### src/rtl/kyber_pkg.sv
// Shared Kyber definitions: seed/XOF widths, coefficient-RAM addressing,
// matrix index width and the Â scheduler state encoding.
package kyber_pkg;

    localparam int KYBER_SEED_W   = 256;
    localparam int XOF_IN_W       = 272;
    localparam int RAM_ADDR_W     = 9;
    localparam int POLY_WORDS_DEF = 32;
    localparam int IDX_W          = 2;

    typedef enum logic [2:0] {
        ST_IDLE,
        ST_LAUNCH,
        ST_WAIT,
        ST_ADVANCE,
        ST_DONE
    } a_sched_state_t;

    // Matrix indices enter the XOF seed as zero-extended bytes.
    function automatic logic [7:0] idx_byte(input logic [IDX_W-1:0] idx);
        return {{(8 - IDX_W){1'b0}}, idx};
    endfunction

endpackage

### src/rtl/a_sched_index_ctr.sv
// Nested (i, j) counter for walking a K x K matrix in row-major order.
// j wraps to 0 and carries into i; last flags entry (K-1, K-1).
module a_sched_index_ctr
    import kyber_pkg::*;
#(
    parameter int K = 3
) (
    input  logic             clk,
    input  logic             rst,
    input  logic             clear,
    input  logic             advance,
    output logic [IDX_W-1:0] row_idx,
    output logic [IDX_W-1:0] col_idx,
    output logic             last
);

    localparam logic [IDX_W-1:0] IDX_MAX = IDX_W'(K - 1);

    // Row-major stepping: column first, carry into row, full wrap after the last entry.
    always_ff @(posedge clk) begin
        // NOTE: state registers use non-blocking assignments so every flop samples pre-edge values.
        if (!rst) begin
            row_idx <= '0;
            col_idx <= '0;
        end else if (clear) begin
            row_idx <= '0;
            col_idx <= '0;
        end else if (advance) begin
            if (col_idx == IDX_MAX) begin
                col_idx <= '0;
                row_idx <= (row_idx == IDX_MAX) ? '0 : row_idx + IDX_W'(1);
            end else begin
                col_idx <= col_idx + IDX_W'(1);
            end
        end
    end

    assign last = (row_idx == IDX_MAX) && (col_idx == IDX_MAX);

endmodule

### src/rtl/a_matrix_scheduler.sv
// Sequencer that generates the full K x K public matrix Â by launching the
// polynomial generator once per entry with seed {byte1, byte0, rho}.
// Optional macro A_SCHED_TIMEOUT_EN adds a WAIT watchdog and an error pulse.
module a_matrix_scheduler
    import kyber_pkg::*;
#(
    parameter int K           = 3,
    parameter int POLY_WORDS  = POLY_WORDS_DEF,
    parameter int BASE_OFFSET = 0
) (
    input  logic                    clk,
    input  logic                    rst,
    input  logic                    start,
    input  logic                    transpose,
    input  logic [KYBER_SEED_W-1:0] rho,
    output logic                    busy,
    output logic                    done,
`ifdef A_SCHED_TIMEOUT_EN
    output logic                    error,
`endif
    output logic [XOF_IN_W-1:0]     gen_M,
    output logic                    gen_active,
    output logic [RAM_ADDR_W-1:0]   gen_start_offset,
    input  logic                    gen_finish,
    output logic [IDX_W-1:0]        row_idx,
    output logic [IDX_W-1:0]        col_idx
);

    localparam int LAST_WORD = BASE_OFFSET + (K * K - 1) * POLY_WORDS + POLY_WORDS - 1;
    localparam logic [RAM_ADDR_W-1:0] PW_STEP  = RAM_ADDR_W'(POLY_WORDS);
    localparam logic [RAM_ADDR_W-1:0] BASE_ADR = RAM_ADDR_W'(BASE_OFFSET);

    if (K < 2 || K > 4) begin : g_rank_check
        $error("a_matrix_scheduler: K=%0d outside 2..4", K);
    end
    if (LAST_WORD > (2 ** RAM_ADDR_W) - 1) begin : g_range_check
        $error("a_matrix_scheduler: matrix ends at word %0d, beyond RAM", LAST_WORD);
    end

    a_sched_state_t          state_q, state_d;
    logic [KYBER_SEED_W-1:0] rho_q;
    logic                    transpose_q;
    logic [RAM_ADDR_W-1:0]   offset_q;
    logic                    idx_clear, idx_advance, idx_last;
    logic [7:0]              byte0, byte1;

    a_sched_index_ctr #(.K(K)) u_idx (
        .clk     (clk),
        .rst     (rst),
        .clear   (idx_clear),
        .advance (idx_advance),
        .row_idx (row_idx),
        .col_idx (col_idx),
        .last    (idx_last)
    );

`ifdef A_SCHED_TIMEOUT_EN
    // Abort in the WAIT cycle where the counter would reach 0xFFFF.
    localparam logic [15:0] WD_LAST = 16'hFFFE;
    logic [15:0] wd_q;

    // Watchdog: cleared on each launch, counts cycles spent waiting on the generator.
    always_ff @(posedge clk) begin
        if (!rst)                      wd_q <= '0;
        else if (state_q == ST_LAUNCH) wd_q <= '0;
        else if (state_q == ST_WAIT)   wd_q <= wd_q + 16'd1;
    end
`endif

    // State register.
    always_ff @(posedge clk) begin
        if (!rst) state_q <= ST_IDLE;
        else      state_q <= state_d;
    end

    // Request capture and RAM offset stepping.
    always_ff @(posedge clk) begin
        // NOTE: rho_q is reset despite its width because gen_M must read zero out of reset.
        if (!rst) begin
            rho_q       <= '0;
            transpose_q <= 1'b0;
            offset_q    <= '0;
        end else if (state_q == ST_IDLE && start) begin
            rho_q       <= rho;
            transpose_q <= transpose;
            offset_q    <= BASE_ADR;
        end else if (state_q == ST_ADVANCE) begin
            offset_q    <= offset_q + PW_STEP;
        end
    end

    // Next-state and per-state strobes.
    always_comb begin
        // NOTE: every output gets a default first so no path leaves it unassigned (no latches).
        state_d     = state_q;
        gen_active  = 1'b0;
        done        = 1'b0;
        idx_clear   = 1'b0;
        idx_advance = 1'b0;
`ifdef A_SCHED_TIMEOUT_EN
        error       = 1'b0;
`endif
        case (state_q)
            ST_IDLE: begin
                if (start) begin
                    idx_clear = 1'b1;
                    state_d   = ST_LAUNCH;
                end
            end
            ST_LAUNCH: begin
                gen_active = 1'b1;
                state_d    = ST_WAIT;
            end
            ST_WAIT: begin
                if (gen_finish) begin
                    state_d = ST_ADVANCE;
                end
`ifdef A_SCHED_TIMEOUT_EN
                else if (wd_q == WD_LAST) begin
                    error   = 1'b1;
                    state_d = ST_IDLE;
                end
`endif
            end
            ST_ADVANCE: begin
                idx_advance = 1'b1;
                state_d     = idx_last ? ST_DONE : ST_LAUNCH;
            end
            ST_DONE: begin
                done    = 1'b1;
                state_d = ST_IDLE;
            end
            default: state_d = ST_IDLE;
        endcase
    end

    assign busy             = (state_q != ST_IDLE);
    assign gen_start_offset = offset_q;
    assign byte0            = transpose_q ? idx_byte(row_idx) : idx_byte(col_idx);
    assign byte1            = transpose_q ? idx_byte(col_idx) : idx_byte(row_idx);
    assign gen_M            = {byte1, byte0, rho_q};

endmodule

### config.mk
export PLATFORM = sky130hd
export DESIGN_NAME = a_matrix_scheduler
export DESIGN_NICKNAME = d
export VERILOG_FILES = /design/src/rtl/kyber_pkg.sv /design/src/rtl/a_sched_index_ctr.sv /design/src/rtl/a_matrix_scheduler.sv
export SDC_FILE = /design/constraint.sdc
export NUM_CORES = 1
export LEC_CHECK = 0
export ABC_AREA = 0
export CAP_MARGIN = 20
export CORE_AREA = 3 3 213 215
export DETAILED_ROUTE_END_ITERATION = 10
export DIE_AREA = 0 0 216 218
export GPL_ROUTABILITY_DRIVEN = 0
export PLACE_DENSITY = 0.56
export SLEW_MARGIN = 20
export SYNTH_ARGS = -nofsm -noshare
export SYNTH_HDL_FRONTEND = slang
export SYNTH_HIERARCHICAL = 1
export SYNTH_SLANG_ARGS = --single-unit
### constraint.sdc
create_clock -name clk -period 2.1 [get_ports clk]
set_input_delay 0.21 -clock clk [delete_from_list [all_inputs] [get_ports clk]]
set_output_delay 0.21 -clock clk [all_outputs]
set_load 0.1 [all_outputs]
==> impl_metrics.py <==
# Auto-generated metrics
metrics = {
    "status": {
        "status": "complete, no violations",
    },
    "place": {
        "port_buffers": 531,
    },
    "cts": {
        "cts_root_buf": "clkbuf_16",
        "cts_tree": "yes",
    },
    "pwr": {
        "intPower_mw": 10.6,
    },
    "routing": {
        "avgViaCountPerCell": 4.17,
        "met1_length_mm": 14.8,
        "highest-signal-layer": "met4",
        "wl_met2_mm": 18.0,
    },
    "final_layout": {
        "finish.utilization": 0.371,
        "ff_latch_area_um2": 5370,
        "drive_above_1_share": 0.200,
        "n_all_inverters": 2,
    },
    "setup_path": {
        "crit_fanout": 8,
        "cp_data_required_time_ns": 1.89,
    },
    "hold_path": {
        "hp-start": "rst",
    },
    "floorplanning": {
        "io_pins": 549,
        "chip_area_um2": 47100,
    },
    "synth": {
        "syn_area_per_cell_um2": 8.61,
        "yosysCellCount": 1192,
    },
    "final_timing": {
        "hold_viol": 0,
        "hold-worst-slack_ns": 0.0742,
        "min_period_ns": 1.88,
    },
}
[stage by stage]
stage               area (µm²)  setup WS [ns]
floorplan                10300         -0.741
global placement         15300         0.0672
detailed placement       15300         0.0171
CTS                      16300          0.174
global route             16300          0.145
finish                   16300          0.220
[cells in the final DEF, fill, tap and decap left out, types with 4 or more instances in the layout]
cell type	instances
nor2_1	4
buf_12	9
clkbuf_8	9
conb_1	17
nand2b_1	4
clkbuf_16	31
clkbuf_1	8
dfxtp_1	268
nand2_1	515
mux2_2	4
a21boi_1	220
nand3b_1	4
clkdlybuf4s50_1	259
buf_4	281
a21boi_0	37
[critical path, stage by stage (launching register included)]
cell and delay, ns:
dfxtp_1 0.31, buf_4 0.15, or3_1 0.39, buf_4 0.26
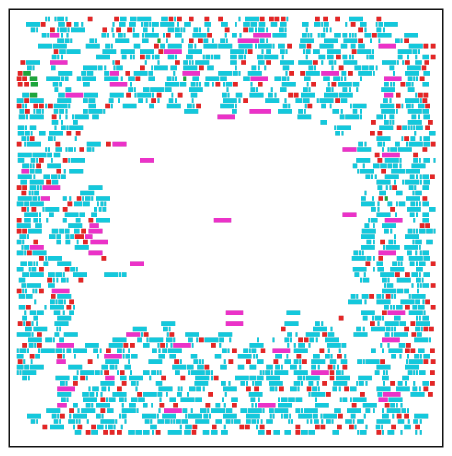
(sizing map)
Scale: 2 px per µm.
[_6 and larger] magenta | cells: 53
[_0 and _1 cells] cyan | cells: 1364
[_2 cells] green | cells: 7
[_3 and _4 cells] red | cells: 282
Non-clk bufs: 550
area delta synth->final: 58.7%
Finished Cell Area: 16300 µm²
worst setup margin: 0.220 ns

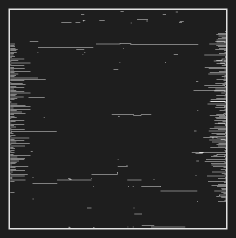
(met3 routing)
Scale: 1 px per µm.
longest straight run: 67.8 µm
share of all routed wire: 7.0%
main direction: horizontal
wire length on this layer: 2520 µm
grt met3 use: 0.0357
detailed-route via count: 9590
Routed WL: 36.3 mm

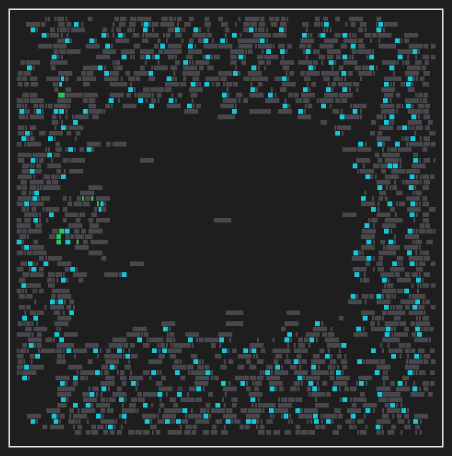
(gate-type map)
Scale: 2 px per µm.
[nor cells] green | cells: 8 | where: middle left
[aoi and oai cells] cyan | cells: 263 | where: all over the die

Power figures rest on the tool's default switching activity, not on a simulated workload.
